Run 1, clock wiring as the flow saved it:
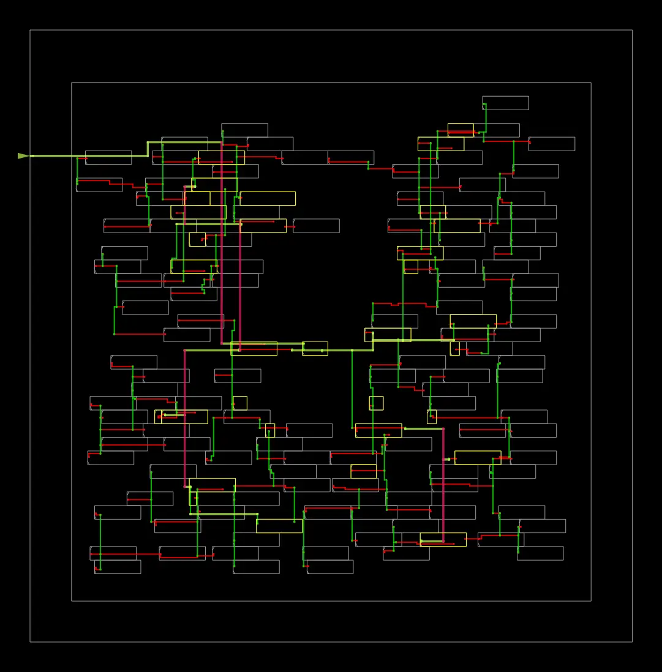
Run 1, M1 wires:
(2 px per um) Supply wires on this layer in grey.
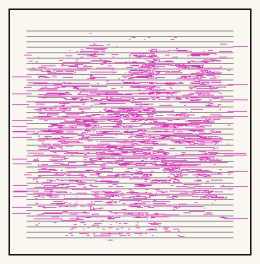
Run 1, placement density heat map:
(3 px per um) 12 x 12 tiles, from white (low) to dark blue (high), 0 to 100% covered.
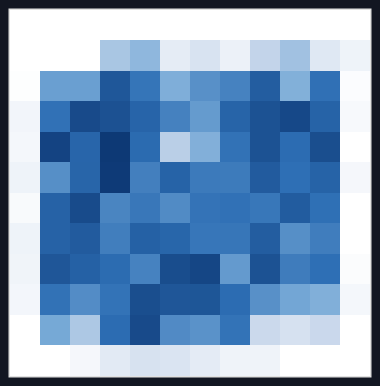
--- config.mk ---
export PLATFORM = sky130hd
export DESIGN_NAME = custom_subtractor41_20_seq
export DESIGN_NICKNAME = d
export VERILOG_FILES = /design/src/rtl/custom_subtractor41_20_seq_pkg.sv /design/src/rtl/custom_subtractor41_20_seq_sub_chunk.sv /design/src/rtl/custom_subtractor41_20_seq.sv
export SDC_FILE = /design/constraint.sdc
export NUM_CORES = 1
export LEC_CHECK = 0
export CORE_AREA = 8 8 112 114
export DETAILED_ROUTE_END_ITERATION = 8
export DIE_AREA = 0 0 120 122
export HOLD_SLACK_MARGIN = 0.08
export PLACE_DENSITY_LB_ADDON = 0.3
export SYNTH_ARGS = -nofsm -noshare
export SYNTH_HDL_FRONTEND = slang
export SYNTH_SLANG_ARGS = --single-unit
export TNS_END_PERCENT = 20
--- constraint.sdc ---
create_clock -name clk_i -period 6.85 [get_ports clk_i]
set_input_delay 1.0275 -clock clk_i [delete_from_list [all_inputs] [get_ports clk_i]]
set_output_delay 1.0275 -clock clk_i [all_outputs]
set_load 0.01 [all_outputs]
--- src/rtl/custom_subtractor41_20_seq_pkg.sv ---
// Shared constants, slice geometry and FSM state type for the sliced
// 41-bit minus 21-bit sequential subtractor.
package subtractor_pkg;

    localparam int A_W    = 41;
    localparam int B_W    = 21;
    localparam int CHUNK  = 8;
    localparam int DIFF_W = A_W + 1;

    function automatic int ceilDiv(input int n, input int d);
        return (n + d - 1) / d;
    endfunction

    localparam int NSLICE   = ceilDiv(A_W, CHUNK);
    localparam int PAD_W    = NSLICE * CHUNK;
    localparam int SLICE_CW = (NSLICE > 1) ? $clog2(NSLICE) : 1;

    typedef enum logic [1:0] {
        IDLE,
        RUN,
        DONE
    } state_t;

endpackage

--- src/rtl/custom_subtractor41_20_seq_sub_chunk.sv ---
// Combinational W-bit slice subtractor: {bout, diff} = a - b - bin.
module sub_chunk
    import subtractor_pkg::*;
#(
    parameter int W = CHUNK
) (
    input  logic [W-1:0] a_i,
    input  logic [W-1:0] b_i,
    input  logic         bin_i,
    output logic [W-1:0] diff_o,
    output logic         bout_o
);

    // One extra bit on top turns negative results into a set borrow-out.
    assign {bout_o, diff_o} = {1'b0, a_i} - {1'b0, b_i} - {{W{1'b0}}, bin_i};

endmodule

--- src/rtl/custom_subtractor41_20_seq.sv ---
// Multi-cycle A - zero_extend(B) subtractor: one CHUNK-bit slice per cycle
// with a registered rippled borrow, behind valid/ready handshakes.
module custom_subtractor41_20_seq
    import subtractor_pkg::*;
(
    input  logic              clk_i,
    input  logic              rst_ni,
    input  logic              in_valid_i,
    output logic              in_ready_o,
    input  logic [A_W-1:0]    a_i,
    input  logic [B_W-1:0]    b_i,
    output logic              out_valid_o,
    input  logic              out_ready_i,
    output logic [DIFF_W-1:0] diff_o,
    output logic              busy_o
);

    state_t                state_q;
    logic                  in_ready_q;
    logic                  out_valid_q;
    logic                  busy_q;
    logic [A_W-1:0]        a_q;
    logic [B_W-1:0]        b_q;
    logic [DIFF_W-1:0]     diff_q;
    logic [SLICE_CW-1:0]   slice_q;
    logic                  borrow_q;

    logic [PAD_W-1:0]      aPad;
    logic [PAD_W-1:0]      bPad;
    logic [CHUNK-1:0]      aSlices [NSLICE];
    logic [CHUNK-1:0]      bSlices [NSLICE];
    logic [CHUNK-1:0]      sliceA;
    logic [CHUNK-1:0]      sliceB;
    logic [CHUNK-1:0]      sliceDiff;
    logic                  sliceBout;
    logic                  lastSlice;
    logic [A_W-1:0]        diffLow_d;

    // Zero padding keeps the partial top slice and the unused B bits X-free.
    assign aPad = {{(PAD_W - A_W){1'b0}}, a_q};
    assign bPad = {{(PAD_W - B_W){1'b0}}, b_q};

    assign lastSlice = (slice_q == SLICE_CW'(NSLICE - 1));

    for (genvar k = 0; k < NSLICE; k++) begin : g_slice
        localparam int LO = k * CHUNK;
        localparam int SW = ((A_W - LO) < CHUNK) ? (A_W - LO) : CHUNK;

        assign aSlices[k] = aPad[LO +: CHUNK];
        assign bSlices[k] = bPad[LO +: CHUNK];
        assign diffLow_d[LO +: SW] = (slice_q == SLICE_CW'(k)) ? sliceDiff[SW-1:0]
                                                                : diff_q[LO +: SW];
    end

    assign sliceA = aSlices[slice_q];
    assign sliceB = bSlices[slice_q];

    sub_chunk #(
        .W (CHUNK)
    ) u_sub_chunk (
        .a_i    (sliceA),
        .b_i    (sliceB),
        .bin_i  (borrow_q),
        .diff_o (sliceDiff),
        .bout_o (sliceBout)
    );

    // Control FSM and datapath registers; the last slice's borrow-out
    // becomes the sign bit of the result.
    always_ff @(posedge clk_i or negedge rst_ni) begin
        if (!rst_ni) begin
            state_q     <= IDLE;
            in_ready_q  <= 1'b1;
            out_valid_q <= 1'b0;
            busy_q      <= 1'b0;
            a_q         <= '0;
            b_q         <= '0;
            diff_q      <= '0;
            slice_q     <= '0;
            borrow_q    <= 1'b0;
        end else begin
            case (state_q)
                IDLE: begin
                    if (in_valid_i && in_ready_q) begin
                        a_q        <= a_i;
                        b_q        <= b_i;
                        borrow_q   <= 1'b0;
                        slice_q    <= '0;
                        in_ready_q <= 1'b0;
                        busy_q     <= 1'b1;
                        state_q    <= RUN;
                    end
                end
                RUN: begin
                    diff_q[A_W-1:0] <= diffLow_d;
                    borrow_q        <= sliceBout;
                    if (lastSlice) begin
                        diff_q[A_W] <= sliceBout;
                        slice_q     <= '0;
                        busy_q      <= 1'b0;
                        out_valid_q <= 1'b1;
                        state_q     <= DONE;
                    end else begin
                        slice_q <= slice_q + SLICE_CW'(1);
                    end
                end
                DONE: begin
                    if (out_ready_i) begin
                        out_valid_q <= 1'b0;
                        in_ready_q  <= 1'b1;
                        state_q     <= IDLE;
                    end
                end
                default: begin
                    state_q     <= IDLE;
                    in_ready_q  <= 1'b1;
                    out_valid_q <= 1'b0;
                    busy_q      <= 1'b0;
                end
            endcase
        end
    end

    assign in_ready_o  = in_ready_q;
    assign out_valid_o = out_valid_q;
    assign busy_o      = busy_q;
    assign diff_o      = diff_q;

endmodule
==> out/metrics.csv, run 1 <==
stage;metric;value;unit
run_status;status;finished, final reports clean;
synthesis;synth.distinct_cells;54;
pwr;maxPowerGroup;combinational cells;
worst_hold_path;timing.hold.worst_path_depth;2;
setup_path;cp-startpoint;slice_q[0];
pwr;total_power;4190;uW
pwr;worst_ir_drop_vdd;0.376;mV
synthesis;synth_async_sr_flop_share;100;%
pwr;internal_power;2490;uW
place;detailed_place_hpwl;8960;um
clock_tree;cts_tree;built;
final_layout;clock_buffers;23;
detailed_routing;drcViolationCount;0;
grt;grt_util_met3;5.55;%
synthesis;synth.yosys.chip_area;5300;um^2
final_layout;num-nonclk-buffers;111;
synthesis;ys_seq_share;53.4;%
final_layout;most-common-layout-cells;dfrtp_1, clkdlybuf4s50_1, mux2_2;
grt;met2_usage;29.1;%
grt;grt_busiest_layer;met2;
setup_path;setup.worst_path.end;diff_o[31];
floorplanning;core_util_floorplan;49.6;%
final_layout;tally_of_non_filler_cells_in_the_final_layout;711;
floorplanning;chipWidth;120;um
pwr;pwr-share-seq;28.9;%
worst_hold_path;timing.hold.worst_endpoint;diff_o[16];
synthesis;synth.cellmix.adderShare;3.82;%
synthesis;synth_warnings;0;
place;gp_congestion;0.882;
worst_hold_path;min-delay-start;diff_o[16];
setup_path;delay_of_the_slowest_cell_on_the_worst_path;1.06;ns
synthesis;logic_family;multiplexers;
detailed_routing;num_vias;3803;
clock_tree;clock_sinks;113;
final_layout;logic_gates;300;
sta;rsz_0062_raised_after_global_routing;false;
floorplanning;well_tap_count;140;
setup_path;regToRegEndpoint;diff_o[31];
final_layout;post-route-util;65.8;%
setup_path;timing.critical_path.max_delay_family;AND-OR/OR-AND gates;
setup_path;worst-r2r-setup-slack;2.52;ns
final_layout;n_antenna_cell;0;
final_layout;register_area;2830;um^2
final_layout;logic_area;2290;um^2
synthesis;xor_share;0.991;%
final_layout;flop-count;113;
clock_tree;cts.path.max_buffers;2;
synthesis;synth_cells;452;
sta;final_total_negative_setup_slack;0;ns
final_layout;leading_cell_type_in_the_layout_fill_and_taps_excluded;dfrtp_1;
final_layout;filler_cell_count;853;
clock_tree;ctsResizeCount;0;
grt;first_global_vias;4063;
synthesis;synth_largest_type_area_fraction;52.9;%
floorplanning;core;10700;um^2
place;preCtsSetupSlack;2.50;ns
sta;setup_viol;0;
synthesis;synthesis.area;5300;um^2
final_layout;design.final.nets;639;
final_layout;clock_cell_area_share;8.29;%
pwr;power.clock.fraction;20.3;%
setup_path;worst_setup_path_start_kind;register;
clock_tree;cts.reportedPaths.clkPinSlew;0.05;ns
place;post-place-cells;679;
sta;drv_slew;0;
sta;final_hold_viol_count;0;
synthesis;yosys.area.top_type;dfrtp_1;
detailed_routing;vias_per_cell;5.35;
detailed_routing;wl_met3;795;um
floorplanning;chip_area;14600;um^2
synthesis;postSynthRegisterBits;113;
setup_path;worst-path-stages;11;
final_layout;non_clock_inverter_count;15;
sta;worst_slew_margin;27.2;%
grt;globalRouteMet1Util;21.5;%
grt;grt.overflow.total;0;
pwr;net_switching_power;1700;uW
final_layout;seq_share;40.2;%
sta;actual_slew_at_the_worst_max_slew_pin;1.09;ns
setup_path;reg2regPathDepth;11;
synthesis;avg_inst_size_synth;11.7;um^2
floorplanning;fp.dieH;122;um
synthesis;synth_simple_gate_area_share;10.7;%
clock_tree;cts_hold_buffers;0;
pwr;power_frac_comb;50.9;%
final_layout;share_of_final_layout_standard_cells_stronger_than_drive_strength_1;20.0;%
synthesis;post_synth_mux_area_share;18.3;%
final_layout;combAreaFraction;32.5;%
sta;max_freq;231;MHz
detailed_routing;number_of_design_rule_violations_left_by_the_first_detailed_router_iteration;243;
worst_hold_path;class_of_the_tightest_hold_or_removal_check;register to register;
synthesis;synth-edff-count;0;
place;postPlaceCellArea;6450;um^2
floorplanning;design.portCount;111;
detailed_routing;met2RoutedLength;6080;um
place;port_buffers;110;
About 'clock wiring as the flow saved it':
CTS buffer count: 17
clock-net power: 849 uW

About 'M1 wires':
The layer carries 5460 um of wire. The longest straight run is 29.4 um.

About 'placement density heat map':
The densest ninth of the die: centre. The mean over all tiles is 47%. 19% of the tiles are nearly empty.

Run 1, metal 3:
(4 px per um) Cells faint in the background.
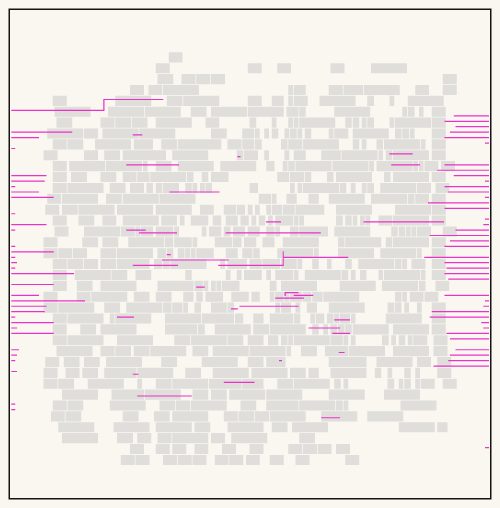

==> run 2: changes to the inputs <==
--- a/config.mk
+++ b/config.mk
@@ -5,9 +5,9 @@
 export SDC_FILE = /design/constraint.sdc
 export NUM_CORES = 1
 export LEC_CHECK = 0
-export CORE_AREA = 8 8 112 114
+export CORE_AREA = 8 8 117 119
 export DETAILED_ROUTE_END_ITERATION = 8
-export DIE_AREA = 0 0 120 122
+export DIE_AREA = 0 0 125 127
 export HOLD_SLACK_MARGIN = 0.08
 export PLACE_DENSITY_LB_ADDON = 0.3
 export SYNTH_ARGS = -nofsm -noshare
==> constraint.sdc (replaced) <==
create_clock -name clk_i -period 3.6 [get_ports clk_i]
set_input_delay 0.54 -clock clk_i [delete_from_list [all_inputs] [get_ports clk_i]]
set_output_delay 0.54 -clock clk_i [all_outputs]
set_load 0.01 [all_outputs]
Run 2, metal 3:
(4 px per um) Cells faint in the background.
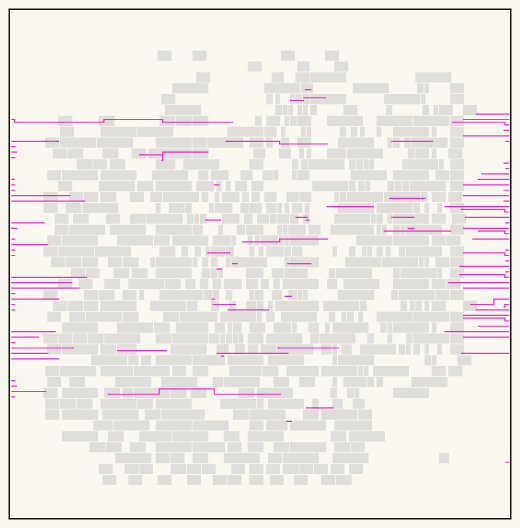
The longest straight run is 22.3 um. 90 nets have wire on it.

Run 2, M1 wires:
(2 px per um) Supply wires on this layer in grey.
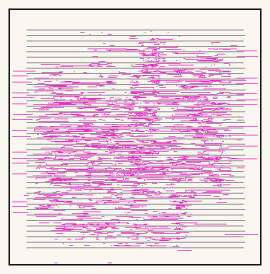
The longest straight run is 34.0 um. The wires run mostly horizontal.

==> out/metrics.csv, run 2 <==
stage;metric;value;unit;change
run_status;status;finished, final reports clean;;unchanged
place;postPlaceCellArea;6550;um^2;was 6450 um^2
setup_path;delay_of_the_slowest_cell_on_the_worst_path;0.62;ns;was 1.06 ns
pwr;power_clock;1860;uW;was 849 uW
floorplanning;well_tap_count;147;;was 140
sta;worst_slew_margin;50.2;%;was 27.2%
final_layout;n_antenna_cell;0;;unchanged
synthesis;synth_cells;452;;unchanged
synthesis;synth-edff-count;0;;unchanged
clock_tree;cts_buffers;17;;unchanged
pwr;total_power;8350;uW;was 4190 uW
final_layout;num-nonclk-buffers;123;;was 111
final_layout;design.final.nets;651;;was 639
clock_tree;cts_tree;built;;unchanged
clock_tree;clock_sinks;113;;unchanged
final_layout;post-route-util;61.1;%;was 65.8%
grt;grt.overflow.total;0;;unchanged
synthesis;synth.cellmix.adderShare;3.82;%;unchanged
pwr;power_frac_comb;50.8;%;was 50.9%
synthesis;ys_seq_share;53.4;%;unchanged
setup_path;reg2regPathDepth;12;;was 11
pwr;internal_power;5070;uW;was 2490 uW
clock_tree;ctsResizeCount;0;;unchanged
sta;setup_viol;0;;unchanged
final_layout;most-common-layout-cells;dfrtp_1, clkdlybuf4s50_1, mux2_2;;unchanged
floorplanning;fp.dieH;127;um;was 122 um
setup_path;worst-path-stages;12;;was 11
final_layout;share_of_final_layout_standard_cells_stronger_than_drive_strength_1;21.8;%;was 20.0%
synthesis;post_synth_mux_area_share;18.3;%;unchanged
detailed_routing;vias_per_cell;5.34;;was 5.35
place;detailed_place_hpwl;9780;um;was 8960 um
final_layout;register_area;2830;um^2;about the same
sta;max_freq;295;MHz;was 231 MHz
grt;grt_busiest_layer;met2;;unchanged
detailed_routing;met2RoutedLength;6260;um;was 6080 um
setup_path;cp-startpoint;slice_q[1];;was slice_q[0]
clock_tree;cts.reportedPaths.clkPinSlew;0.05;ns;about the same
final_layout;clock_cell_area_share;9.21;%;was 8.29%
final_layout;filler_cell_count;943;;was 853
detailed_routing;drcViolationCount;0;;unchanged
setup_path;worst_setup_path_start_kind;register;;unchanged
final_layout;non_clock_inverter_count;15;;unchanged
synthesis;xor_share;0.991;%;unchanged
place;gp_congestion;0.881;;was 0.882
clock_tree;cts_hold_buffers;0;;unchanged
synthesis;postSynthRegisterBits;113;;unchanged
place;post-place-cells;698;;was 679
grt;met2_usage;27.3;%;was 29.1%
setup_path;setup.worst_path.end;diff_o[38];;was diff_o[31]
floorplanning;core;11800;um^2;was 10700 um^2
synthesis;synth_async_sr_flop_share;100;%;unchanged
synthesis;avg_inst_size_synth;11.7;um^2;unchanged
final_layout;tally_of_non_filler_cells_in_the_final_layout;730;;was 711
floorplanning;design.portCount;111;;unchanged
sta;drv_slew;0;;unchanged
setup_path;timing.critical_path.max_delay_family;adder cells;;was AND-OR/OR-AND gates
grt;grt_util_met3;5.95;%;was 5.55%
synthesis;synth.distinct_cells;54;;unchanged
final_layout;clock_buffers;23;;unchanged
final_layout;logic_area;2290;um^2;unchanged
place;port_buffers;110;;unchanged
setup_path;worst-r2r-setup-slack;0.21;ns;was 2.52 ns
setup_path;regToRegEndpoint;diff_o[38];;was diff_o[31]
clock_tree;cts.path.max_buffers;2;;unchanged
pwr;net_switching_power;3280;uW;was 1700 uW
final_layout;leading_cell_type_in_the_layout_fill_and_taps_excluded;dfrtp_1;;unchanged
final_layout;combAreaFraction;31.7;%;was 32.5%
grt;globalRouteMet1Util;20.9;%;was 21.5%
detailed_routing;num_vias;3900;;was 3803
floorplanning;chip_area;15900;um^2;was 14600 um^2
pwr;power.clock.fraction;22.3;%;was 20.3%
pwr;pwr-share-seq;26.9;%;was 28.9%
synthesis;logic_family;multiplexers;;unchanged
synthesis;synth.yosys.chip_area;5300;um^2;unchanged
synthesis;yosys.area.top_type;dfrtp_1;;unchanged
sta;rsz_0062_raised_after_global_routing;false;;unchanged
sta;final_total_negative_setup_slack;0;ns;unchanged
Run 2, clock wiring as the flow saved it:
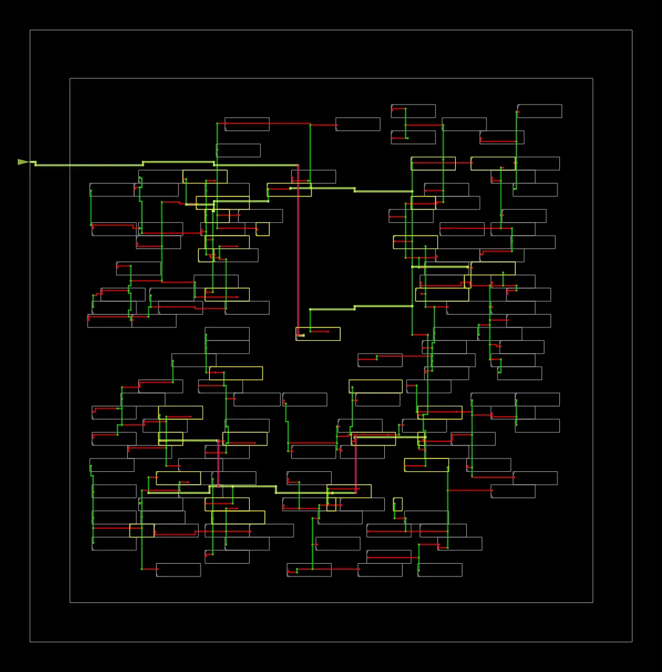

==> run 3: changes to the inputs <==
--- a/config.mk
+++ b/config.mk
@@ -6,10 +6,12 @@
 export NUM_CORES = 1
 export LEC_CHECK = 0
 export CORE_AREA = 8 8 117 119
+export CTS_CLUSTER_SIZE = 8
 export DETAILED_ROUTE_END_ITERATION = 8
 export DIE_AREA = 0 0 125 127
 export HOLD_SLACK_MARGIN = 0.08
 export PLACE_DENSITY_LB_ADDON = 0.3
+export RECOVER_POWER = 50
 export SYNTH_ARGS = -nofsm -noshare
 export SYNTH_HDL_FRONTEND = slang
 export SYNTH_SLANG_ARGS = --single-unit
Run 3, clock wiring as the flow saved it:
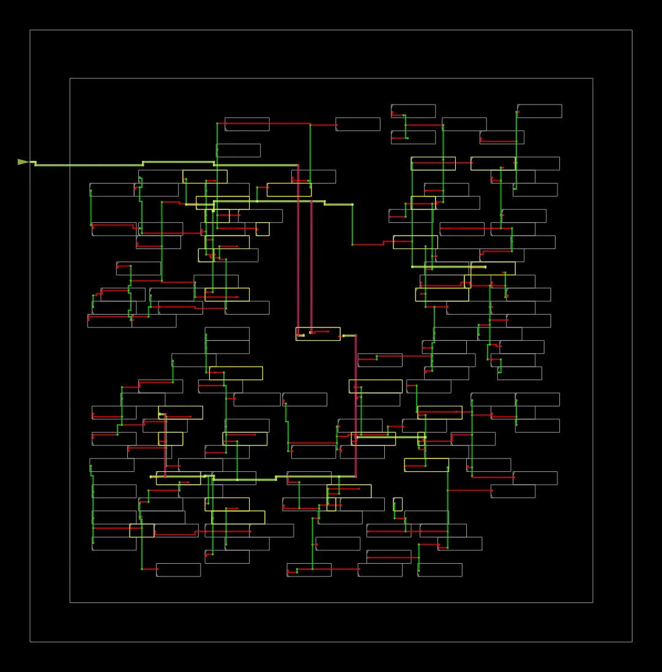
clock buffer count in the final layout: 23
Clock Latency Late Sink: 0.41 ns
clock-net power: 1860 uW
flip-flops: 113
Clock Sink Count: 113

==> out/metrics.csv, run 3 <==
stage;metric;value;unit;change
run_status;status;complete, but fails checks;;was finished, final reports clean
run_status;violations;capacitance limit, slew limit;;
final_layout;bufAreaShareNonClock;16.5;%;was 16.6%
setup_path;regToRegEndpoint;diff_o[38];;unchanged
synthesis;most_repeated_cell_in_the_gate_level_netlist_after_synthesis;dfrtp_1;;unchanged
sta;drv_slew;45;;was 0
clock_tree;cts.path.max_buffers;2;;unchanged
worst_hold_path;timing.hold.worst_path_depth;2;;
setup_path;worst_setup_path_start_kind;register;;unchanged
floorplanning;chip_area;15900;um^2;unchanged
sta;final_total_negative_setup_slack;0;ns;unchanged
clock_tree;cts_hold_buffers;0;;unchanged
grt;first_global_vias;4269;;unchanged
synthesis;synth_simple_gate_area_share;10.7;%;unchanged
pwr;net_switching_power;3280;uW;about the same
final_layout;tally_of_non_filler_cells_in_the_final_layout;730;;unchanged
detailed_routing;number_of_design_rule_violations_left_by_the_first_detailed_router_iteration;287;;was 269
floorplanning;rows;40;;unchanged
grt;grt_util_met3;5.95;%;unchanged
clock_tree;cts.reportedPaths.clkPinSlew;0.05;ns;about the same
synthesis;synth.yosys.chip_area;5300;um^2;unchanged
sta;final_critical_path_setup_slack;0.220;ns;was 0.209 ns
grt;grt_busiest_layer;met2;;unchanged
sta;worst_slew_margin;-51.4;%;was 50.2%
final_layout;seq_share;39.3;%;was 39.2%
final_layout;num-nonclk-buffers;123;;unchanged
sta;final.period_utilization;93.9;%;was 94.2%
grt;antenna_found_initial;0;;unchanged
clock_tree;postCtsSetupBuffers;0;;unchanged
pwr;combinationalPower;4240;uW;was 4250 uW
pwr;worst_ir_drop_vdd;0.632;mV;was 0.637 mV
detailed_routing;wl;13200;um;was 13300 um
synthesis;synth_largest_type_area_fraction;52.9;%;unchanged
place;detailed_place_hpwl;9780;um;unchanged
setup_path;timing.critical_path.max_delay_family;adder cells;;unchanged
setup_path;critical_path.slowest_cell;dfrtp_1;;unchanged
setup_path;path_max_fanout;9;;unchanged
sta;max_freq;296;MHz;was 295 MHz
setup_path;critPathCaptureType;register;;unchanged
pwr;power.clock.fraction;22.3;%;about the same
final_layout;post-route-util;61.0;%;was 61.1%
synthesis;post_synth_mux_area_share;18.3;%;unchanged
job;openroad.warnings;26;;unchanged
grt;grt.overflow.total;0;;unchanged
floorplanning;chipWidth;125;um;unchanged
final_layout;logic_gates;300;;unchanged
pwr;p_leak;0.00319;uW;about the same
final_layout;design.final.nets;651;;unchanged
setup_path;cp_data_required_time;3.85;ns;about the same
place;post-place-cells;698;;unchanged
grt;grtUsageTotal;17.2;%;unchanged
detailed_routing;num_vias;3901;;was 3900
synthesis;flop_cell;dfrtp_1;;unchanged
final_layout;areaGrowthSynthToFinish;35.9;%;was 36.1%
setup_path;reg2regPathDepth;12;;unchanged
detailed_routing;postRouteAntennaNets;0;;unchanged
floorplanning;fp.dieH;127;um;unchanged
setup_path;critical_path_arrival;3.63;ns;was 3.64 ns
synthesis;xor_share;0.991;%;unchanged
setup_path;path_cells;buf_4 > mux2i_1 > nor2_1 > a21oi_1 > nor2_1 > fa_1 > fa_1 > nand2_1 > a31o_2 > a21oi_1 > xor2_1 > o21ai_0;;unchanged
synthesis;synth_async_sr_flop_share;100;%;unchanged
synthesis;synth_cells;452;;unchanged
job;max_cap_violations;1;;was 0
sta;worst_clk_skew;0.00631;ns;was 0.00854 ns
clock_tree;cts_tree;built;;unchanged
clock_tree;cts_buffers;17;;unchanged
detailed_routing;wl_met3;824;um;was 837 um
setup_path;worst-path-stages;12;;unchanged
final_layout;combAreaFraction;31.7;%;about the same
detailed_routing;vias_per_cell;5.34;;about the same
floorplanning;well_tap_count;147;;unchanged
setup_path;cp-startpoint;slice_q[1];;unchanged
grt;first_pass_grt_wire_length;21600;um;unchanged
final_layout;filler_cell_count;945;;was 943
final_layout;logic_area;2280;um^2;was 2290 um^2
final_layout;most-common-layout-cells;dfrtp_1, clkdlybuf4s50_1, mux2_2;;unchanged
synthesis;postSynthRegisterBits;113;;unchanged
worst_hold_path;min-delay-start;diff_o[36];;
grt;pin_count_of_the_biggest_net_entering_global_routing;45;;unchanged
sta;actual_slew_at_the_worst_max_slew_pin;2.27;ns;was 0.745 ns
synthesis;synth.distinct_cells;54;;unchanged
floorplanning;design.portCount;111;;unchanged
sta;rsz_0062_raised_after_global_routing;false;;unchanged
detailed_routing;detail_route.wirelength.met1;5900;um;was 5960 um
pwr;pwr_density_cell;1160;nW/um^2;about the same
pwr;internal_power;5070;uW;about the same
pwr;maxPowerGroup;combinational cells;;unchanged
pwr;total_power;8340;uW;was 8350 uW
detailed_routing;met2RoutedLength;6240;um;was 6260 um
floorplanning;core;11800;um^2;unchanged
final_layout;n_antenna_cell;0;;unchanged
synthesis;netlist_top_cells_count;dfrtp_1, mux2_2, nand2_1, o21ai_0, nor2_1;;unchanged
place;postPlaceCellArea;6550;um^2;unchanged
grt;globalRouteMet1Util;20.9;%;unchanged
setup_path;crit_buf_inv;1;;unchanged
sta;hold_slack;0.478;ns;was 0.124 ns
detailed_routing;dr.pass1.iters;6;;was 5
setup_path;setup.worst_path.end;diff_o[38];;unchanged
sta;setup_viol;0;;unchanged
synthesis;yosys_cells;452;;unchanged
detailed_routing;dr.max_layer_used;met4;;unchanged
final_layout;largest_reg_flops;42;;unchanged
synthesis;avg_inst_size_synth;11.7;um^2;unchanged
final_layout;leading_cell_type_in_the_layout_fill_and_taps_excluded;dfrtp_1;;unchanged
pwr;pwr-share-seq;26.9;%;about the same
synthesis;synth-edff-count;0;;unchanged
synthesis;synthesis.area;5300;um^2;unchanged
detailed_routing;route.detailed.wl_per_inst;18.1;um;was 18.2 um
final_layout;clock_cell_area_share;9.22;%;was 9.21%
place;gp_congestion;0.881;;unchanged
place;preCtsSetupSlack;0.209;ns;unchanged
pwr;power_frac_comb;50.8;%;about the same
floorplanning;core_util_floorplan;44.9;%;unchanged
synthesis;yosys.area.top_type;dfrtp_1;;unchanged
setup_path;worst-r2r-setup-slack;0.22;ns;was 0.21 ns
synthesis;synth_warnings;0;;unchanged
final_layout;share_of_final_layout_standard_cells_stronger_than_drive_strength_1;21.4;%;was 21.8%
worst_hold_path;timing.hold.worst_endpoint;diff_o[36];;
final_layout;final_area;7200;um^2;was 7220 um^2
setup_path;worstReg2RegStart;slice_q[1];;unchanged
grt;met2_usage;27.3;%;unchanged
pwr;sw_frac_of_total;39.3;%;about the same
setup_path;type_of_the_setup_path_with_the_least_slack;register to register;;unchanged
pwr;powerSeq;2240;uW;about the same
place;port_buffers;110;;unchanged
final_layout;non_clock_inverter_count;15;;unchanged
final_layout;register_area;2830;um^2;unchanged
clock_tree;cts-root-buf;clkbuf_16;;unchanged
clock_tree;clock_tree.htree_level_count;4;;unchanged
clock_tree;ctsResizeCount;0;;unchanged
synthesis;ys_seq_share;53.4;%;unchanged
synthesis;postSynthNetCount;533;;unchanged
detailed_routing;drcViolationCount;0;;unchanged
setup_path;delay_of_the_slowest_cell_on_the_worst_path;0.61;ns;was 0.62 ns
worst_hold_path;class_of_the_tightest_hold_or_removal_check;register to register;;was input port to asynchronous set/reset pin
synthesis;synth.cellmix.adderShare;3.82;%;unchanged
sta;final_hold_viol_count;0;;unchanged
synthesis;synth.top_cells.by_area;dfrtp_1, mux2_2, nand2_1;;unchanged
synthesis;logic_family;multiplexers;;unchanged
synthesis;aoi_oai_family_share_of_the_synthesized_area;9.16;%;unchanged
Run 3, metal 3:
(4 px per um) Cells faint in the background.
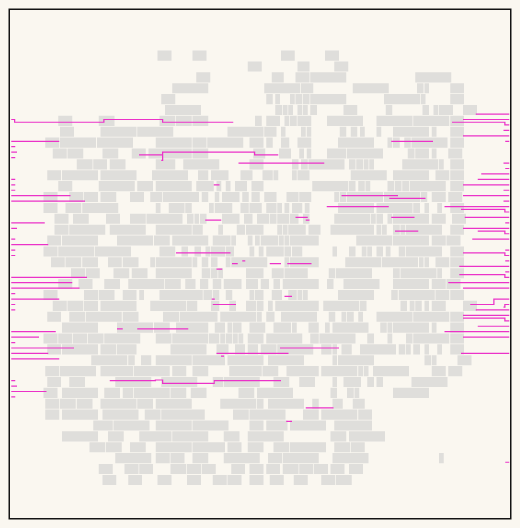
The longest straight run is 23.0 um. The wires run mostly horizontal. 87 nets have wire on it.

Power and IR drop assume default switching activity.
